File: config.mk
export PLATFORM = sky130hd
export DESIGN_NAME = spi_slave_rx
export DESIGN_NICKNAME = d
export VERILOG_FILES = /design/src/rtl/spi_slave_rx.sv
export SDC_FILE = /design/constraint.sdc
export NUM_CORES = 1
export LEC_CHECK = 0
export ABC_AREA = 1
export CORE_MARGIN = 2
export CORE_UTILIZATION = 53
export DETAILED_ROUTE_END_ITERATION = 10
export GPL_ROUTABILITY_DRIVEN = 1
export PLACE_DENSITY = 0.72
export SLEW_MARGIN = 20
export SYNTH_ARGS = -nofsm -noshare
export SYNTH_HDL_FRONTEND = slang
export SYNTH_SLANG_ARGS = --single-unit
export TNS_END_PERCENT = 30
File: constraint.sdc
create_clock -name clk_i -period 2.1 [get_ports clk_i]
set_input_delay 0.42 -clock clk_i [delete_from_list [all_inputs] [get_ports clk_i]]
set_output_delay 0.42 -clock clk_i [all_outputs]
set_load 0.01 [all_outputs]
File: src/rtl/spi_slave_rx.sv
// SPI receive-side slave: oversamples SCK/MOSI in the clk_i domain, assembles
// MSB-first frames and queues them in a small FIFO behind a valid/ready port.
module spi_slave_rx #(
    parameter int DATA_W       = 8,
    parameter int FIFO_DEPTH   = 4,
    parameter int SYNC_STAGES  = 2,
    parameter int SAMPLE_EDGE  = 0,
    parameter int IDLE_TIMEOUT = 64
) (
    input  logic              clk_i,
    input  logic              reset_i,
    input  logic              sck_i,
    input  logic              mosi_i,
    output logic [DATA_W-1:0] rx_data_o,
    output logic              rx_valid_o,
    input  logic              rx_ready_i,
    output logic              overflow_o,
    input  logic              ovf_clr_i,
    output logic              frame_err_o,
    output logic              busy_o
);

    localparam int PTR_W = $clog2(FIFO_DEPTH);
    localparam int CNT_W = PTR_W + 1;
    localparam int BC_W  = $clog2(DATA_W + 1);
    localparam int TO_W  = $clog2(IDLE_TIMEOUT + 1);

    typedef enum logic {
        ST_IDLE,
        ST_RECV
    } state_t;

    state_t                 state_q, state_d;
    logic [SYNC_STAGES-1:0] sck_sync_q, sck_sync_d;
    logic [SYNC_STAGES-1:0] mosi_sync_q, mosi_sync_d;
    logic                   sck_prev_q, sck_prev_d;
    logic [DATA_W-1:0]      shift_q, shift_d;
    logic [BC_W-1:0]        bit_cnt_q, bit_cnt_d;
    logic [TO_W-1:0]        to_cnt_q, to_cnt_d;
    logic                   frame_err_q, frame_err_d;
    logic                   overflow_q, overflow_d;
    logic [PTR_W-1:0]       wr_ptr_q, wr_ptr_d;
    logic [PTR_W-1:0]       rd_ptr_q, rd_ptr_d;
    logic [CNT_W-1:0]       count_q, count_d;
    logic [DATA_W-1:0]      fifo_mem_q [FIFO_DEPTH];

    logic sck_s, mosi_s, sample_edge;
    logic push, push_ok, pop, full;

    // Both chains have identical depth so SCK/MOSI keep their relative timing.
    always_comb begin
        sck_sync_d  = {sck_sync_q[SYNC_STAGES-2:0], sck_i};
        mosi_sync_d = {mosi_sync_q[SYNC_STAGES-2:0], mosi_i};
        sck_s       = sck_sync_q[SYNC_STAGES-1];
        mosi_s      = mosi_sync_q[SYNC_STAGES-1];
        sck_prev_d  = sck_s;
        sample_edge = (SAMPLE_EDGE != 0) ? (sck_s && !sck_prev_q)
                                         : (!sck_s && sck_prev_q);
    end

    always_comb begin
        state_d     = state_q;
        shift_d     = shift_q;
        bit_cnt_d   = bit_cnt_q;
        to_cnt_d    = to_cnt_q;
        frame_err_d = 1'b0;
        push        = 1'b0;
        case (state_q)
            ST_IDLE: begin
                bit_cnt_d = '0;
                to_cnt_d  = '0;
                if (sample_edge) begin
                    shift_d   = {shift_q[DATA_W-2:0], mosi_s};
                    bit_cnt_d = BC_W'(1);
                    state_d   = ST_RECV;
                end
            end
            ST_RECV: begin
                if (sample_edge) begin
                    shift_d  = {shift_q[DATA_W-2:0], mosi_s};
                    to_cnt_d = '0;
                    if (bit_cnt_q == BC_W'(DATA_W - 1)) begin
                        push      = 1'b1;
                        bit_cnt_d = '0;
                        state_d   = ST_IDLE;
                    end else begin
                        bit_cnt_d = bit_cnt_q + BC_W'(1);
                    end
                end else if (to_cnt_q == TO_W'(IDLE_TIMEOUT - 1)) begin
                    // No chip select: a stalled partial frame is dropped to regain framing.
                    frame_err_d = 1'b1;
                    bit_cnt_d   = '0;
                    to_cnt_d    = '0;
                    state_d     = ST_IDLE;
                end else begin
                    to_cnt_d = to_cnt_q + TO_W'(1);
                end
            end
            default: state_d = ST_IDLE;
        endcase
    end

    always_comb begin
        pop      = (count_q != '0) && rx_ready_i;
        full     = (count_q == CNT_W'(FIFO_DEPTH));
        push_ok  = push && (!full || pop);
        wr_ptr_d = push_ok ? wr_ptr_q + PTR_W'(1) : wr_ptr_q;
        rd_ptr_d = pop ? rd_ptr_q + PTR_W'(1) : rd_ptr_q;
        case ({push_ok, pop})
            2'b10:   count_d = count_q + CNT_W'(1);
            2'b01:   count_d = count_q - CNT_W'(1);
            default: count_d = count_q;
        endcase
        // Set beats clear when both land in the same cycle.
        if (push && full && !pop) begin
            overflow_d = 1'b1;
        end else if (ovf_clr_i) begin
            overflow_d = 1'b0;
        end else begin
            overflow_d = overflow_q;
        end
    end

    always_ff @(posedge clk_i or posedge reset_i) begin
        if (reset_i) begin
            state_q     <= ST_IDLE;
            sck_sync_q  <= '0;
            mosi_sync_q <= '0;
            sck_prev_q  <= 1'b0;
            shift_q     <= '0;
            bit_cnt_q   <= '0;
            to_cnt_q    <= '0;
            frame_err_q <= 1'b0;
            overflow_q  <= 1'b0;
            wr_ptr_q    <= '0;
            rd_ptr_q    <= '0;
            count_q     <= '0;
        end else begin
            state_q     <= state_d;
            sck_sync_q  <= sck_sync_d;
            mosi_sync_q <= mosi_sync_d;
            sck_prev_q  <= sck_prev_d;
            shift_q     <= shift_d;
            bit_cnt_q   <= bit_cnt_d;
            to_cnt_q    <= to_cnt_d;
            frame_err_q <= frame_err_d;
            overflow_q  <= overflow_d;
            wr_ptr_q    <= wr_ptr_d;
            rd_ptr_q    <= rd_ptr_d;
            count_q     <= count_d;
        end
    end

    // Storage carries no reset; the head is masked while the FIFO is empty.
    always_ff @(posedge clk_i) begin
        if (push_ok) begin
            fifo_mem_q[wr_ptr_q] <= shift_d;
        end
    end

    assign rx_valid_o  = (count_q != '0);
    assign rx_data_o   = rx_valid_o ? fifo_mem_q[rd_ptr_q] : '0;
    assign overflow_o  = overflow_q;
    assign frame_err_o = frame_err_q;
    assign busy_o      = (state_q == ST_RECV);

endmodule

==> impl_metrics.ini <==
; generated from flow reports
[outcome]
status = complete, no violations

[synthesis]
yosysWarnings = 0
yosysUniqueCellTypes = 24
yosysChipArea_um2 = 2750
synth_flops = 66
yosys-stat-cells = 259
synth_area_um2 = 2750
synthCells = 259
yosysTopAreaCell = edfxtp_1
ys_seq_share_pct = 65.8
topCellsByArea = edfxtp_1, dfrtp_1, nor2_1
syn_avg_cell_area_um2 = 10.6
async_flop_share_pct = 51.5
top_area_share_pct = 34.9

[layout]
layout.area.top_class = flip-flops and latches
sh_comb_area_pct = 24.7
seq_area_share_pct = 55.5
buffers = 31
final-comb-area_um2 = 805
clock_buffers = 11
largest_reg_flops = 32
logic_gates = 158
fin_nets = 309
nonClkBufAreaFrac_pct = 8.21
n_all_inverters = 30

[setup_path]
cp-end-kind = output port
worst-path-max-fanout = 4
path_class = reg2out
worstPathRequired_ns = 1.68
start_kind = flip-flop
crit_family = buffers and inverters

[drt]
ant_nets = 0
top_layer_used = met4
drt-pass1-iter-count = 4
wl_met3_um = 157
initialDrtViolationCount = 126

[pwr]
switchingPower_mw = 1.13
power_frac_clock_pct = 26.6
power_density_nw_per_um2 = 1110
vdd.ir_drop.worst_uv = 471
p_int_mw = 2.50
leakage_nw = 1.43

[final_timing]
fmax_mhz = 498
finalCriticalPeriod_ns = 2.01
finalCritPeriodShare_pct = 95.6
relSlewSlack_pct = 52.5
fin_tns_setup_ns = 0
finalSetupViolCount = 0
slew_viol_final = 0
worstMarginPinSlew_ns = 0.704

[cts]
clockBufferDepth = 2
postCtsHoldBufs = 0
cts_root_buffer = clkbuf_8

[floorplan]
die_y_um = 76.1
chipArea_um2 = 5780
rows = 26

[global_routing]
grt_overflow = 0

[place]
gp_congestion = 0.743
postPlaceCellArea_um2 = 3080

[run]
warnings = 29

[min_path]
worstHoldPathType = reg2reg
[Yosys cell counts (2+ instances only)]
cell type	n
nor2_1	51
nand2_1	38
dfrtp_1	34
edfxtp_1	32
inv_1	27
o21ai_0	24
a21oi_1	13
ha_1	6
nand2_2	5
nand3_1	5
xor2_1	5
inv_2	3
buf_2	2
buf_4	2
nand3_2	2
nor2_2	2
[logic make-up after synthesis]
logic type / share of synthesized area (%)
xor gates and xnor gates: 1.91
and+or+nand+nor: 16.6
adders and majority gates: 3.46
buffers and inverters: 5.18
AOI/OAI and AO/OA: 6.96
DFF: 65.8
[through the flow]
step	util, %	setup WS, ns	cells	hold WS (ns)
after floorplan	-	0.402	259	0.331
after global placement	61.2	0.112	355	0.331
after detailed placement	61.2	0.0536	355	0.337
after CTS	64.6	0.0795	371	0.352
after global routing	64.7	0.00372	371	0.354
final	64.7	0.0918	371	0.349
[per-layer routing]
metal  global-route usage (%)  vias up
met4                     7.09        0
met5                        0        -
met2                     28.3       31
met1                     24.9      818
met3                     4.98        7
li1                         -      912
[worst paths after layout]
kind                                startpoint             end  slack (ns)  cells past startpoint
max in group asynchronous              reset_i  mosi_sync_q[1]        1.30                      3
worst min register to register  mosi_sync_q[0]  mosi_sync_q[1]        0.35                      0
worst min-delay path            mosi_sync_q[0]  mosi_sync_q[1]        0.35                      0
worst max register to register    bit_cnt_q[0]      count_q[2]        0.22                     12
worst max-delay path               rd_ptr_q[0]    rx_data_o[2]        0.09                      5
min in group asynchronous              reset_i      shift_q[4]        0.49                      3
[placed cells by master (no fill, tap or decap), types with 6 or more instances in the layout]
cell type / n
nand2_1: 38
ha_1: 6
buf_4: 13
clkdlybuf4s50_1: 9
o21ai_0: 24
a21oi_1: 13
nor2_1: 50
dfrtp_1: 34
clkbuf_8: 9
edfxtp_1: 32
inv_1: 27
congestion_map.png
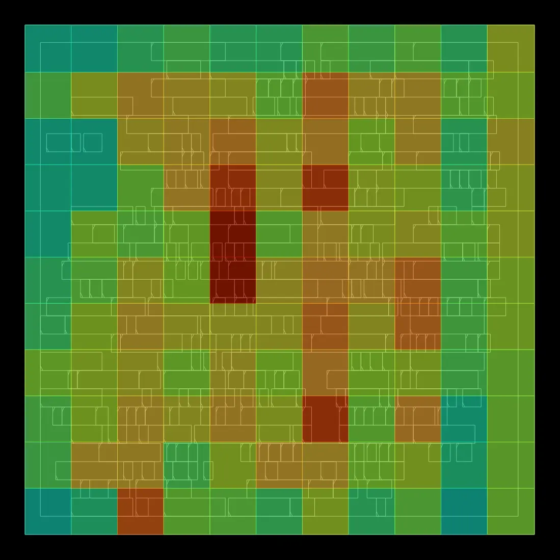
GRT Total Usage: 18.3%
GR Layer Usage met2: 28.3%
busiest grt layer: met2
routed length per instance: 12.8 um
Final Util: 64.7%

ff_map.png
Drawn at 4 px/um. Other sequential cells in the stronger grey, the rest of the logic in the fainter grey.
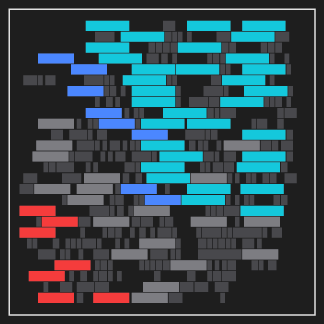
[fifo_mem_q] cyan | sequential cells: 32
[shift_q] blue | sequential cells: 8
[to_cnt_q] red | sequential cells: 7 | where: south-west
not coloured: 19

layers.png
Drawn at 4 px/um.
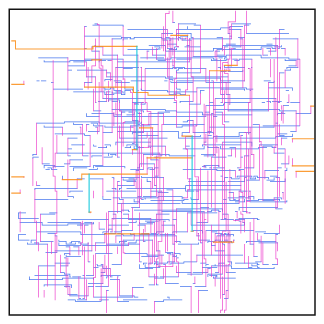
[M3] orange | wire length: 158 um
[M2] magenta | wire length: 2240 um
[M1] blue | wire length: 2290 um
[M4] cyan | wire length: 59.2 um
via count: 1768
Routed Wire Length: 4750 um

port_trees.png
Drawn at 4 px/um.
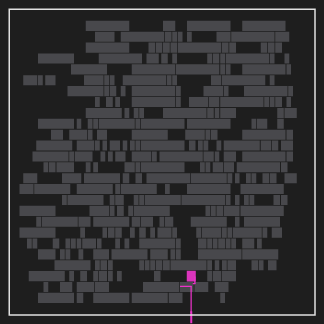
[ovf_clr_i] magenta | bits: 1 | direction: input | end cells: 1 | buffers: 1 | wire: 11.6 um
I/O Pins: 18
port bufs: 17

pinout.png
Drawn at 4 px/um. Pins as bars across the die edge, other pins in grey.
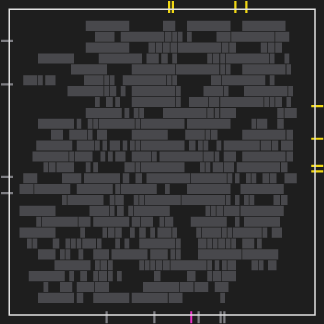
[ovf_clr_i] magenta | pins: 1 | direction: input | edge: south
[rx_data_o] yellow | pins: 8 | direction: output | edge: 4 east, 4 north
all pins by edge: 6 south, 4 west, 4 east, 4 north

